**config.mk**
```make
export PLATFORM = sky130hd
export DESIGN_NAME = pixel_ingest_unit_flat
export DESIGN_NICKNAME = d
export VERILOG_FILES = /design/src/rtl/dither_pkg.sv /design/src/rtl/pixel_ingest_unit_if.sv /design/src/rtl/rgb_to_luma.sv /design/src/rtl/pixel_ingest_unit.sv /design/src/flat_wrapper.sv
export SDC_FILE = /design/constraint.sdc
export NUM_CORES = 1
export LEC_CHECK = 0
export CAP_MARGIN = 20
export CORE_UTILIZATION = 45
export CTS_BUF_LIST = sky130_fd_sc_hd__clkbuf_4
export DETAILED_ROUTE_END_ITERATION = 8
export PLACE_DENSITY = 0.67
export SKIP_LAST_GASP = 1
export SYNTH_ARGS = -nofsm -noshare
export SYNTH_HDL_FRONTEND = slang
export SYNTH_HIERARCHICAL = 1
export SYNTH_SLANG_ARGS = --single-unit
```
**constraint.sdc**
```tcl
create_clock -name clk -period 4.6 [get_ports clk]
set_input_delay 0.46 -clock clk [delete_from_list [all_inputs] [get_ports clk]]
set_output_delay 0.46 -clock clk [all_outputs]
set_load 0.01 [all_outputs]
```
**src/rtl/dither_pkg.sv**
```systemverilog
// Shared constants and types for the dithering accelerator.
// Frame geometry, luma weights and loader FSM states.
package dither_pkg;

  localparam int IMAGEX   = 64;
  localparam int IMAGEY   = 64;
  localparam int RGB_SIZE = 8;

  localparam int KR = 77;
  localparam int KG = 150;
  localparam int KB = 29;

  typedef enum logic [1:0] {
    IDLE  = 2'd0,
    LOAD  = 2'd1,
    DRAIN = 2'd2,
    DONE  = 2'd3
  } state_e;

endpackage

```
**src/rtl/pixel_ingest_unit_if.sv**
```systemverilog
// Pixel stream in / frame buffer write port out.
// master = pixel source side, slave = ingest unit.
interface pixel_ingest_unit_if #(
  parameter int DW = dither_pkg::RGB_SIZE,
  parameter int AW = $clog2(dither_pkg::IMAGEX * dither_pkg::IMAGEY)
);

  logic          start;
  logic          in_valid;
  logic          in_ready;
  logic [DW-1:0] in_r;
  logic [DW-1:0] in_g;
  logic [DW-1:0] in_b;
  logic          wr_en;
  logic [AW-1:0] wr_addr;
  logic [DW-1:0] wr_data;
  logic          busy;
  logic          frame_done;

  modport master (
    output start, in_valid, in_r, in_g, in_b,
    input  in_ready, wr_en, wr_addr, wr_data,
    input  busy, frame_done
  );

  modport slave (
    input  start, in_valid, in_r, in_g, in_b,
    output in_ready, wr_en, wr_addr, wr_data,
    output busy, frame_done
  );

endinterface

```
**src/rtl/rgb_to_luma.sv**
```systemverilog
// Two-stage RGB888 -> 8-bit luma, Y = (77R+150G+29B)>>8.
// Stage 1 holds the products, stage 2 the truncated sum.
module rgb_to_luma
  import dither_pkg::*;
(
  input  logic                clk,
  input  logic                rst,
  input  logic                v_i,
  input  logic [RGB_SIZE-1:0] r_i,
  input  logic [RGB_SIZE-1:0] g_i,
  input  logic [RGB_SIZE-1:0] b_i,
  output logic                v_o,
  output logic [RGB_SIZE-1:0] y_o
);

  localparam int PW = 2 * RGB_SIZE;

  logic          v1_q;
  logic [PW-1:0] pr_q;
  logic [PW-1:0] pg_q;
  logic [PW-1:0] pb_q;
  logic [PW-1:0] sum;
  logic          v2_q;
  logic [RGB_SIZE-1:0] y_q;

  // stage 1: weighted channel products
  always_ff @(posedge clk) begin
    if (!rst) begin
      v1_q <= 1'b0;
      pr_q <= '0;
      pg_q <= '0;
      pb_q <= '0;
    end else begin
      v1_q <= v_i;
      pr_q <= PW'(KR) * PW'(r_i);
      pg_q <= PW'(KG) * PW'(g_i);
      pb_q <= PW'(KB) * PW'(b_i);
    end
  end

  // max sum is 255*256 = 65280, so PW bits never overflow
  assign sum = pr_q + pg_q + pb_q;

  // stage 2: keep the high byte, hold it between samples
  always_ff @(posedge clk) begin
    if (!rst) begin
      v2_q <= 1'b0;
      y_q  <= '0;
    end else begin
      v2_q <= v1_q;
      if (v1_q) y_q <= sum[PW-1:RGB_SIZE];
    end
  end

  assign v_o = v2_q;
  assign y_o = y_q;

endmodule

```
**src/rtl/pixel_ingest_unit.sv**
```systemverilog
// Frame loader: accepts a raster RGB stream, writes luma
// sequentially into the frame buffer, pulses frame_done.
module pixel_ingest_unit #(
  parameter int IMAGEX = dither_pkg::IMAGEX,
  parameter int IMAGEY = dither_pkg::IMAGEY
) (
  input  logic                clk,
  input  logic                rst,
  pixel_ingest_unit_if.slave  bus
);

  import dither_pkg::*;

  localparam int IMAGE_SIZE = IMAGEX * IMAGEY;
  localparam int ADDR_W     = $clog2(IMAGE_SIZE);

  localparam logic [ADDR_W-1:0] LAST =
    ADDR_W'(IMAGE_SIZE - 1);

  localparam logic [1:0] S_IDLE  = 2'(IDLE);
  localparam logic [1:0] S_LOAD  = 2'(LOAD);
  localparam logic [1:0] S_DRAIN = 2'(DRAIN);
  localparam logic [1:0] S_DONE  = 2'(DONE);

  logic [1:0]          state_q, state_d;
  logic [ADDR_W-1:0]   acc_q, acc_d;
  logic [ADDR_W-1:0]   wr_q, wr_d;
  logic                ready;
  logic                accept;
  logic                luma_v;
  logic [RGB_SIZE-1:0] luma_y;

  assign ready  = (state_q == S_LOAD);
  assign accept = bus.in_valid && ready;

  rgb_to_luma u_luma (
    .clk (clk),
    .rst (rst),
    .v_i (accept),
    .r_i (bus.in_r),
    .g_i (bus.in_g),
    .b_i (bus.in_b),
    .v_o (luma_v),
    .y_o (luma_y)
  );

  // next state and counters; DRAIN ends on the final write
  always_comb begin
    state_d = state_q;
    acc_d   = acc_q;
    wr_d    = wr_q;
    unique case (state_q)
      S_IDLE: begin
        if (bus.start) begin
          state_d = S_LOAD;
          acc_d   = '0;
          wr_d    = '0;
        end
      end
      S_LOAD: begin
        if (accept) begin
          acc_d = acc_q + 1'b1;
          if (acc_q == LAST) state_d = S_DRAIN;
        end
      end
      S_DRAIN: begin
        if (luma_v && wr_q == LAST) state_d = S_DONE;
      end
      S_DONE:  state_d = S_IDLE;
      default: state_d = S_IDLE;
    endcase
    if (luma_v) wr_d = wr_d + 1'b1;
  end

  // state and counter registers
  always_ff @(posedge clk) begin
    if (!rst) begin
      state_q <= S_IDLE;
      acc_q   <= '0;
      wr_q    <= '0;
    end else begin
      state_q <= state_d;
      acc_q   <= acc_d;
      wr_q    <= wr_d;
    end
  end

  assign bus.in_ready   = ready;
  assign bus.busy       = (state_q != S_IDLE);
  assign bus.frame_done = (state_q == S_DONE);
  assign bus.wr_en      = luma_v;
  assign bus.wr_addr    = wr_q;
  assign bus.wr_data    = luma_y;

endmodule

```
**src/flat_wrapper.sv**
```systemverilog
// flat-port wrapper written by rule: the top's interface ports become plain ports
module pixel_ingest_unit_flat import dither_pkg::*;
#(
  parameter int IMAGEX = dither_pkg::IMAGEX,
  parameter int IMAGEY = dither_pkg::IMAGEY
)
  (clk, rst, bus_start, bus_in_valid, bus_in_r, bus_in_g, bus_in_b, bus_in_ready, bus_wr_en, bus_wr_addr, bus_wr_data, bus_busy, bus_frame_done);
  pixel_ingest_unit_if bus_i ();
  input  logic clk;
  input  logic rst;
  input wire logic [$bits(bus_i.start)-1:0] bus_start;
  input wire logic [$bits(bus_i.in_valid)-1:0] bus_in_valid;
  input wire logic [$bits(bus_i.in_r)-1:0] bus_in_r;
  input wire logic [$bits(bus_i.in_g)-1:0] bus_in_g;
  input wire logic [$bits(bus_i.in_b)-1:0] bus_in_b;
  output wire logic [$bits(bus_i.in_ready)-1:0] bus_in_ready;
  output wire logic [$bits(bus_i.wr_en)-1:0] bus_wr_en;
  output wire logic [$bits(bus_i.wr_addr)-1:0] bus_wr_addr;
  output wire logic [$bits(bus_i.wr_data)-1:0] bus_wr_data;
  output wire logic [$bits(bus_i.busy)-1:0] bus_busy;
  output wire logic [$bits(bus_i.frame_done)-1:0] bus_frame_done;
  assign bus_i.start = bus_start;
  assign bus_i.in_valid = bus_in_valid;
  assign bus_i.in_r = bus_in_r;
  assign bus_i.in_g = bus_in_g;
  assign bus_i.in_b = bus_in_b;
  assign bus_in_ready = bus_i.in_ready;
  assign bus_wr_en = bus_i.wr_en;
  assign bus_wr_addr = bus_i.wr_addr;
  assign bus_wr_data = bus_i.wr_data;
  assign bus_busy = bus_i.busy;
  assign bus_frame_done = bus_i.frame_done;
  pixel_ingest_unit #(.IMAGEX(IMAGEX), .IMAGEY(IMAGEY)) u_core (.clk(clk), .rst(rst), .bus(bus_i));
endmodule
```
Figure 1. Metal layers overlaid.
Scale: 2 px per um. Only two layers are drawn.
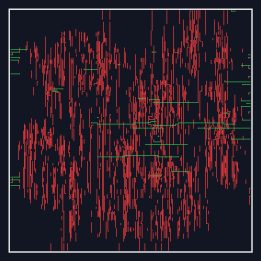
layer	color	wire length
metal 2	red	6270 um
metal 3	green	344 um
routed wirelength normalized by instance count: 13.7 um
Via Count: 4795

Figure 2. Port wiring.
Scale: 2 px per um.
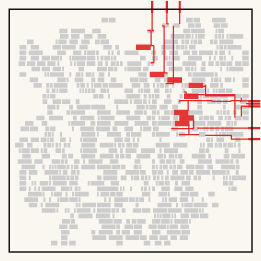
port	color	bits	direction	edge	end cells	buffers	wire
bus_wr_data	red	8	output	5 right, 3 top	8	8	304 um
count of input and output buffers: 51
I/O pin count: 52

Figure 3. The metal 2 layer.
Scale: 4 px per um.
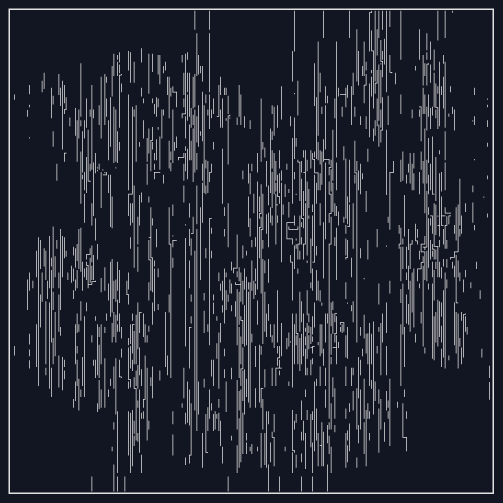
share of all routed wire	50%
main direction	vertical
wire length on this layer	6270 um
overall routed net length: 12500 um
GR Layer Usage met2: 34.2%

==> results.txt <==
Implementation status.

- The flow ran to the end, and the final reports show no timing, DRC or antenna violations.
- The timing report attributes the biggest portion of critical-path delay to adder cells.
- The share of the synthesized area in the top cell type is 25.0%.
- Using the TritonRoute via totals, the vias-per-cell ratio works out to 5.23.
- The final power report lists total power as 3.18 mW.
- The worst-case clock skew is 18.6 ps.
- The sequential group power is between 0.8 and 0.9 mW.
- STA lists the maximum fanout along the critical path as 5.
- The detailed-placement wirelength estimate is 10300 um.
- Looking at the group totals, the largest power group turns out to be combinational logic.
- Synthesis inferred 79 register bits.
- According to the tapcell log, the count of inserted taps is around 180.
- After clock tree synthesis, the flow added hold-fix buffers numbering 0.
- The most critical setup path has its startpoint at bus_in_g[6].
- The type of the setup path with the least slack is in2reg.
- The internal cell power is 1.82 mW.
- The buffers inserted during post-CTS setup optimization is 0.
- The share of power burned in combinational logic is between 50 and 60%.
- The count of pins over their slew limit is 0.
- Setup repair after global routing left no endpoint under its margin.
- The worst min-delay path class is reg2reg.
- In this run, flip-flops and latches consume 28.0% of the power.
- The worst setup path is captured at a flip-flop.
- The fraction of final cell area spent on non-clock buffers in this run is 7.28%.
- The clock network fraction of total power is 15.3%.
- The area growth from synthesis to layout is 14.0%.
- The first global-routing pass estimated 22100 um of wire.
- The final hold slack is 503 ps.
- The chip occupies ~15000 um^2.
- The final-stage net count is 919.
- Summed over all nets, wire length on met2 after detailed routing comes to 6270 um.
- The largest single stage delay on the critical path is 560 ps.
- The combinational gate power is 1.81 mW.
- The worst VDD IR drop from the latest analysis is ~210 uV.
- The largest net degree at the start of global routing is 38.
- The total power divided by cell area is 441 nW/um^2.
- The count of buffer and inverter cells on the critical path is 3.
- The yosys cell count is 679.
- Walking the worst path, the cells encountered are clkdlybuf4s50_1 > ha_1 > ha_1 > inv_1 > fa_1 > fa_1 > inv_1 > ha_1 > o21a_1 > and4_1 > a221oi_2 > xnor2_1 > nor2_1.
- The floorplan core area is 13500 um^2.
- The layout summary lists the proportion of cells stronger than drive strength 1 as about 4.2%.
- The cell area after layout is 7220 um^2.
Power figures rest on the tool's default switching activity, not on a simulated workload.
